<file path="src/rtl/uart_rx_byte_if.sv">
// Receive-side bus from uart_rx_byte: the framed byte, its qualifiers and the busy flag.
// The receiver drives the master modport; the downstream consumer listens on slave.
interface uart_rx_byte_if;
  logic [7:0] rx_data;
  logic       rx_valid;
  logic       rx_frame_err;
  logic       busy;

  modport master (
    output rx_data,
    output rx_valid,
    output rx_frame_err,
    output busy
  );

  modport slave (
    input rx_data,
    input rx_valid,
    input rx_frame_err,
    input busy
  );
endinterface

</file>
<file path="src/rtl/uart_rx_byte.sv">
// 8N1 UART receiver: two-flop synchroniser on rx_i, mid-bit sampling FSM, one-cycle
// byte-ready / frame-error strobes and a held last-good byte for the downstream bus.
//
// state   | meaning
// --------+-----------------------------------------------------------
// S_IDLE  | line idle, waiting for rx_s low (start edge)
// S_START | half-bit wait, re-check start bit to reject glitches
// S_DATA  | sample 8 data bits LSB first, one per bit period
// S_STOP  | sample stop bit; high = good byte, low = framing error
// S_BREAK | line held low after a framing error; wait for it to go high
module uart_rx_byte #(
  parameter int CLKS_PER_BIT = 16
) (
  input  logic           clk,
  input  logic           rst,
  input  logic           rx_i,
  uart_rx_byte_if.master rx_bus
);

  if (CLKS_PER_BIT < 4 || (CLKS_PER_BIT % 2) != 0) begin : g_bad_param
    $error("uart_rx_byte: CLKS_PER_BIT must be even and >= 4");
  end

  localparam int unsigned TW = $clog2(CLKS_PER_BIT);
  localparam logic [TW-1:0] C_FULL = TW'(CLKS_PER_BIT - 1);
  localparam logic [TW-1:0] C_HALF = TW'(CLKS_PER_BIT / 2 - 1);
  localparam logic [TW-1:0] C_ONE  = TW'(1);

  typedef enum logic [2:0] {
    S_IDLE,
    S_START,
    S_DATA,
    S_STOP,
    S_BREAK
  } state_t;

  logic          r_sync1;
  logic          r_sync2;
  logic          w_rx_s;

  state_t        r_state;
  logic [TW-1:0] r_timer;
  logic [2:0]    r_bit_idx;
  logic [7:0]    r_shift;
  logic [7:0]    r_data;
  logic          r_valid;
  logic          r_frame_err;
  logic          r_busy;

  // Flops reset high so a reset never looks like a start edge by itself.
  always_ff @(posedge clk or posedge rst) begin
    if (rst) begin
      r_sync1 <= 1'b1;
      r_sync2 <= 1'b1;
    end else begin
      r_sync1 <= rx_i;
      r_sync2 <= r_sync1;
    end
  end

  assign w_rx_s = r_sync2;

  always_ff @(posedge clk or posedge rst) begin
    if (rst) begin
      r_state     <= S_IDLE;
      r_timer     <= '0;
      r_bit_idx   <= '0;
      r_shift     <= '0;
      r_data      <= '0;
      r_valid     <= 1'b0;
      r_frame_err <= 1'b0;
      r_busy      <= 1'b0;
    end else begin
      r_valid     <= 1'b0;
      r_frame_err <= 1'b0;

      case (r_state)
        S_IDLE: begin
          if (!w_rx_s) begin
            r_state <= S_START;
            r_timer <= '0;
            r_busy  <= 1'b1;
          end
        end

        S_START: begin
          if (r_timer == C_HALF) begin
            r_timer <= '0;
            if (w_rx_s) begin
              r_state <= S_IDLE;
              r_busy  <= 1'b0;
            end else begin
              r_state   <= S_DATA;
              r_bit_idx <= '0;
            end
          end else begin
            r_timer <= r_timer + C_ONE;
          end
        end

        S_DATA: begin
          if (r_timer == C_FULL) begin
            r_timer   <= '0;
            r_shift   <= {w_rx_s, r_shift[7:1]};
            r_bit_idx <= r_bit_idx + 3'd1;
            if (r_bit_idx == 3'd7) begin
              r_state <= S_STOP;
            end
          end else begin
            r_timer <= r_timer + C_ONE;
          end
        end

        S_STOP: begin
          if (r_timer == C_FULL) begin
            r_timer <= '0;
            if (w_rx_s) begin
              r_data  <= r_shift;
              r_valid <= 1'b1;
              r_state <= S_IDLE;
              r_busy  <= 1'b0;
            end else begin
              r_frame_err <= 1'b1;
              r_state     <= S_BREAK;
            end
          end else begin
            r_timer <= r_timer + C_ONE;
          end
        end

        S_BREAK: begin
          if (w_rx_s) begin
            r_state <= S_IDLE;
            r_busy  <= 1'b0;
          end
        end

        default: begin
          r_state <= S_IDLE;
          r_busy  <= 1'b0;
        end
      endcase
    end
  end

  assign rx_bus.rx_data      = r_data;
  assign rx_bus.rx_valid     = r_valid;
  assign rx_bus.rx_frame_err = r_frame_err;
  assign rx_bus.busy         = r_busy;

endmodule

</file>
<file path="src/flat_wrapper.sv">
// flat-port wrapper written by rule: the top's interface ports become plain ports
module uart_rx_byte_flat 
#(
  parameter int CLKS_PER_BIT = 16
)
  (clk, rst, rx_i, rx_bus_rx_data, rx_bus_rx_valid, rx_bus_rx_frame_err, rx_bus_busy);
  uart_rx_byte_if rx_bus_i ();
  input  logic clk;
  input  logic rst;
  input  logic rx_i;
  output wire logic [$bits(rx_bus_i.rx_data)-1:0] rx_bus_rx_data;
  output wire logic [$bits(rx_bus_i.rx_valid)-1:0] rx_bus_rx_valid;
  output wire logic [$bits(rx_bus_i.rx_frame_err)-1:0] rx_bus_rx_frame_err;
  output wire logic [$bits(rx_bus_i.busy)-1:0] rx_bus_busy;
  assign rx_bus_rx_data = rx_bus_i.rx_data;
  assign rx_bus_rx_valid = rx_bus_i.rx_valid;
  assign rx_bus_rx_frame_err = rx_bus_i.rx_frame_err;
  assign rx_bus_busy = rx_bus_i.busy;
  uart_rx_byte #(.CLKS_PER_BIT(CLKS_PER_BIT)) u_core (.clk(clk), .rst(rst), .rx_i(rx_i), .rx_bus(rx_bus_i));
endmodule
</file>
<file path="config.mk">
export PLATFORM = sky130hd
export DESIGN_NAME = uart_rx_byte_flat
export DESIGN_NICKNAME = d
export VERILOG_FILES = /design/src/rtl/uart_rx_byte_if.sv /design/src/rtl/uart_rx_byte.sv /design/src/flat_wrapper.sv
export SDC_FILE = /design/constraint.sdc
export NUM_CORES = 1
export LEC_CHECK = 0
export CORE_MARGIN = 2
export CORE_UTILIZATION = 50
export CTS_CLUSTER_DIAMETER = 40
export DETAILED_ROUTE_END_ITERATION = 12
export PLACE_DENSITY = 0.82
export REMOVE_ABC_BUFFERS = 1
export SETUP_SLACK_MARGIN = 0.4
export SYNTH_ARGS = -nofsm -noshare
export SYNTH_HDL_FRONTEND = slang
export SYNTH_SLANG_ARGS = --single-unit
</file>
<file path="constraint.sdc">
create_clock -name clk -period 1.6 [get_ports clk]
set_input_delay 0.48 -clock clk [delete_from_list [all_inputs] [get_ports clk]]
set_output_delay 0.48 -clock clk [all_outputs]
set_load 0.005 [all_outputs]
</file>
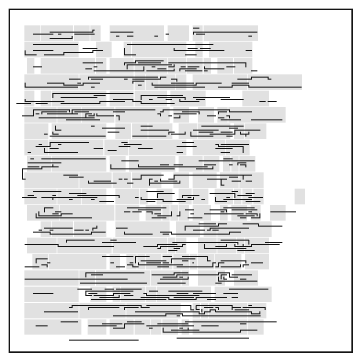
run_1/layer_met1.png
(6 px per um)
wire length on this layer: 1440 um
longest straight run: 17.0 um
share of all routed wire: 38%
nets with wire on the layer: 159
main direction: horizontal

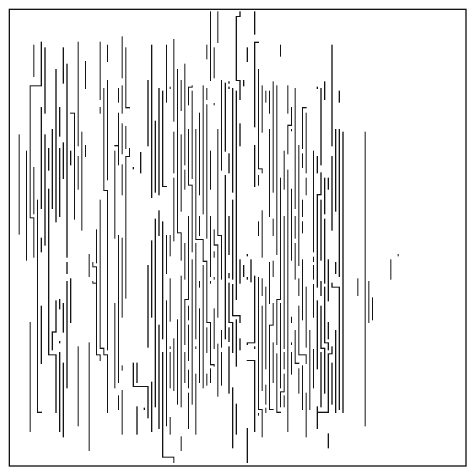
run_1/layer_met2.png
(8 px per um)
main direction: vertical
share of all routed wire: 55%
wire length on this layer: 2110 um

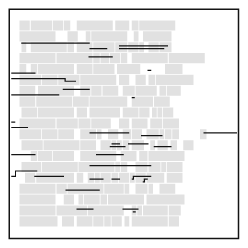
run_1/layer_met3.png
(4 px per um)
nets with wire on the layer: 27
wire length on this layer: 203 um
vias: 1155
drt total wl: 3.85 mm
met3 GRT Util: 0.0530

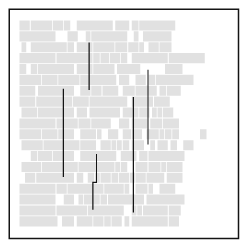
run_1/layer_met4.png
(4 px per um)
main direction: vertical
nets with wire on the layer: 4
wire length on this layer: 94.8 um

[run 1: final timing paths]
check / from / endpoint / slack (ns) / cells after the start
setup / recovery: u_core.r_timer[0] / u_core.rx_bus.rx_data[1] / 0.08 / 5
hold / removal: u_core.r_sync1 / u_core.r_sync2 / 0.36 / 0
setup reg to reg: u_core.r_timer[0] / u_core.rx_bus.rx_data[1] / 0.08 / 5
hold reg to reg: u_core.r_sync1 / u_core.r_sync2 / 0.36 / 0
max in group asynchronous: rst / u_core.r_sync1 / 0.88 / 3
min in group asynchronous: rst / u_core.rx_bus.rx_valid / 0.46 / 3
[run 1: cells in the final DEF, fill, tap and decap left out, types with 3 or more instances in the layout]
cell type / netlist / final
inv_1: 4 / 3
mux2_2: 17 / 9
dfrtp_1: 29 / 26
nor2_1: 8 / 6
nand3_1: 4 / 3
o21ai_1: 0 / 4
buf_6: 2 / 10
buf_2: 3 / 10
a22o_1: 3 / 3
nand2_1: 11 / 10
mux2_4: 0 / 8
dfrtp_2: 0 / 3
o21ai_2: 0 / 4
buf_4: 2 / 21
clkbuf_4: 0 / 5
[run 1: stage by stage]
| stage | cell area [um2] | worst slack [ns] | utilization | instances | hold slack (ns) |
|---|---|---|---|---|---|
| final | 1970 | 0.0793 | 0.727 | 194 | 0.363 |
| after global routing | 1970 | 0.0165 | 0.727 | 194 | 0.369 |
| after CTS | 1820 | 0.114 | 0.671 | 184 | 0.364 |
| after detailed placement | 1590 | 0.0251 | 0.586 | 161 | 0.352 |
| after global placement | 1590 | 0.0922 | 0.586 | 161 | 0.346 |
| after floorplan | 1350 | -0.121 | - | 109 | 0.345 |
[run 1: power breakdown]
group	switching (mW)	internal (mW)	total, mW
clock network	0.267	0.258	0.525
registers	0.168	0.892	1.06
logic	0.564	0.547	1.11
==> Changelog: implementation, run 1 <==
## Implementation

* Primary FF master, synth: dfrtp_1
* TritonRoute pass-1 iters at 4
* Status: completed
* Clock tree from TritonCTS: done
* Count leader, synth: dfrtp_1
* Slowest CP cell: dfrtp_1
* Final Net Count at 168
* Buf/Inv on CP at 0
* Crit path launch type: flip-flop
* Top area contributor share at 0.518
* Dominant comb cell: multiplexers
* Mean post-synth cell area at 12.1 um2
* Critical Path Max Stage Delay at 0.42 ns
* Vias/cell at 5.95
* Clk_skew at 0.0168 ns
* Synth mux share at 0.137
* Non-Clock Inverter Count at 4
* CTS HTree Levels at 2
* Worst path cell trace: ha_4 -> nand2_4 -> nor2_4 -> nand4_4 -> mux2_4
* Row cnt at 19
* Fin crit share at 0.950
* Flop count at 31
* First-pass GRT wire length at 5.55 mm
* Yosys top cell by area: dfrtp_1
* Core Region at 0.00271 mm2
* Number of fill cells in the layout at 169
* # IOs at 14
* Synth async-reset ratio at 1.00
* Num CTS Buffers at 5
* DR top layer: met4
* Bufs w/o clock at 45
* Max cap viols at 0
* Tap Cells at 31
* Seq area share at 0.397
* Yosys warning count at 0
* Actual slew at the worst max-slew pin at 0.338 ns
* M2 GR Usage at 0.373
* Endpoint class of the critical path: flip-flop
* Min Tclk post-route at 1.52 ns
* Critical path's top delay family: simple AND/OR/NAND/NOR gates
* GP Congestion at 0.828
* Max Transition Viols Final at 0
* Multi-input logic area at 699 um2
* YS chip area at 0.00140 mm2
* Largest class: registers
* Final Setup Violations at 0
* Die Span X at 56.9 um
run_1/congestion.png
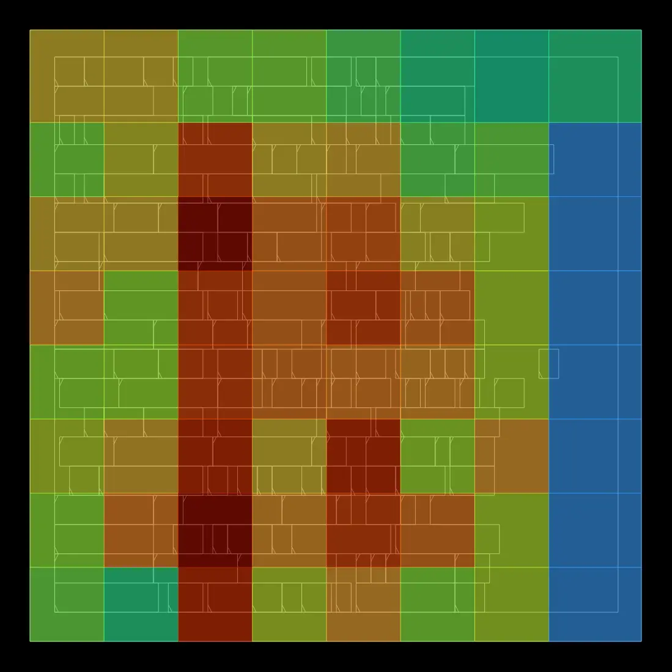

--- run 2 (diff from run 1) ---
--- a/config.mk
+++ b/config.mk
@@ -5,6 +5,7 @@
 export SDC_FILE = /design/constraint.sdc
 export NUM_CORES = 1
 export LEC_CHECK = 0
+export CORE_ASPECT_RATIO = 0.7
 export CORE_MARGIN = 2
 export CORE_UTILIZATION = 50
 export CTS_CLUSTER_DIAMETER = 40
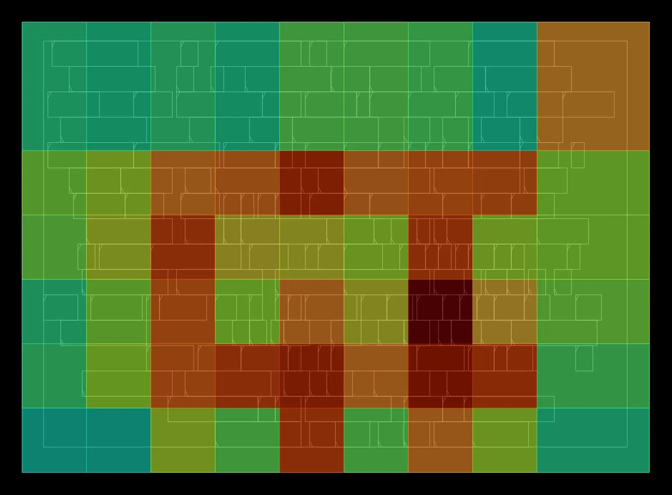
run_2/congestion.png
final core occ: 0.736
grt peak-use layer: met2
Total GRT Usage: 0.239

==> run 2 against run 1 <==
Cell area rose by 1.8%; via count fell by 2.9%; global-route usage rose by 1.2 points; worst setup slack got worse by 0.061 ns; clock skew fell by 0.013 ns; flip-flop count did not move; critical endpoint is now u_core.rx_bus.rx_data[4]; die size rose by 0.21%; maximum frequency fell by 3.9%; clock-buffer cell count fell by 2.
==> Changelog: implementation, run 2 <==
## Implementation

* Status: completed
* Top power group: combinational cells
* Worst path cell trace: ha_2 -> buf_6 -> nand2_8 -> nor2_4 -> nand4_4 -> mux2_4
* Critical Path Max Stage Delay at 0.37 ns (-0.05 ns)
* Core Region at 0.00272 mm2 (+0.46%)
* Drt total wl at 3.76 mm (-2.2%)
* Registers, synthesis at 31
* TritonRoute pass-1 iters at 4 (unchanged)
* Sequential Power at 1.05 mW (about the same)
* Die Span X at 67.2 um (+18%)
* Clk pwr share at 0.215 (+0.020)
* Worst Hold Margin at 0.363 ns (+0.000314 ns)
* Row cnt at 16 (-3)
* Max Transition Viols Final at 0 (unchanged)
* Final Net Count at 172 (+2.4%)
* Buf/Inv on CP at 1 (+1)
* Crit path launch type: flip-flop
* Fin crit share at 0.989 (+0.0382)
* Slowest CP cell: dfrtp_1
* Top Layout Cells: buf_4, dfrtp_1, mux2_4, buf_2, nand2_1
* Clk_skew at 0.00343 ns (-0.0134 ns)
* Final cell count without fillers at 203 (+4.6%)
* Endpoint class of the critical path: flip-flop
* Internal cell power at 1.76 mW (+3.4%)
* Synth async-reset ratio at 1.00 (unchanged)
* Top area contributor share at 0.518 (unchanged)
* YS chip area at 0.00140 mm2 (unchanged)
* Vias/cell at 5.53 (-7.2%)
* Min Tclk post-route at 1.58 ns (+0.0611 ns)
* Sw Ratio at 0.366 (-0.00458)
* DR top layer: met4
* Primary FF master, synth: dfrtp_1
* Num CTS Buffers at 5 (unchanged)
* Dpl cell area at 0.00161 mm2 (+1.0%)
* Yosys top cell by area: dfrtp_1
* Post-route design area at 0.00200 mm2 (+1.8%)
* # IOs at 14 (unchanged)
* Switching Power at 1.01 mW (+1.4%)
* Comb pwr share at 0.407 (-0.005)
* Post-synthesis cell type count at 28
* Actual slew at the worst max-slew pin at 0.321 ns (-0.0168 ns)
* Critical path's top delay family: simple AND/OR/NAND/NOR gates
* Mean post-synth cell area at 12.1 um2 (unchanged)
* Clk. pwr at 0.596 mW (+14%)
* Clock tree from TritonCTS: done
run 2: cell counts after synthesis:
Identical to the previous run, type by type.
run 2: path summary, 6_finish.rpt:
| check | slack, ns | endpoint | cells past startpoint | start |
|---|---|---|---|---|
| worst max-delay path | 0.02 | u_core.rx_bus.rx_data[4] | 6 | u_core.r_timer[1] |
| worst min-delay path | 0.36 | u_core.r_sync2 | 0 | u_core.r_sync1 |
| worst max register to register | 0.02 | u_core.rx_bus.rx_data[4] | 6 | u_core.r_timer[1] |
| worst min register to register | 0.36 | u_core.r_sync2 | 0 | u_core.r_sync1 |
| max in group asynchronous | 0.74 | u_core.r_state[0] | 3 | rst |
| min in group asynchronous | 0.43 | u_core.rx_bus.rx_data[7] | 2 | rst |
run 2: area by class of cell:
| class | instances | area [um2] |
|---|---|---|
| timing repair buffer | 49 | 380 |
| fill | 183 | 718 |
| multi-input combinational | 75 | 697 |
| inverter | 4 | 15.0 |
| clock inverter | 2 | 12.5 |
| tap | 36 | 45.0 |
| sequential | 31 | 782 |
| clock buffer | 6 | 72.6 |
run 2: per-stage QoR:
step | worst slack (ns) | setup TNS [ns]
3_5_place_dp | 0.0325 | 0
6_report | 0.0182 | 0
2_1_floorplan | -0.121 | -0.968
3_3_place_gp | 0.102 | 0
5_1_grt | -0.0265 | -0.0462
4_1_cts | 0.0828 | 0
run 2: cell families (layout without fill, tap and decap cells):
family,after synthesis,count (layout),synth area share
fa+ha+maj,3,3,0.0268
mux,17,17,0.137
flops,31,31,0.556
compound gates,21,21,0.0965
buf+inv,11,61,0.0482
xor+xnor,2,2,0.0125
simple gates,31,32,0.123
run 2: layer usage:
metal  track usage  vias to the layer above
met5             0                        -
met4         0.114                        0
met3        0.0808                        6
met2         0.420                       49
met1         0.274                      557
li1              -                      510
No activity file was given, so power comes from the tool's default toggle rates.
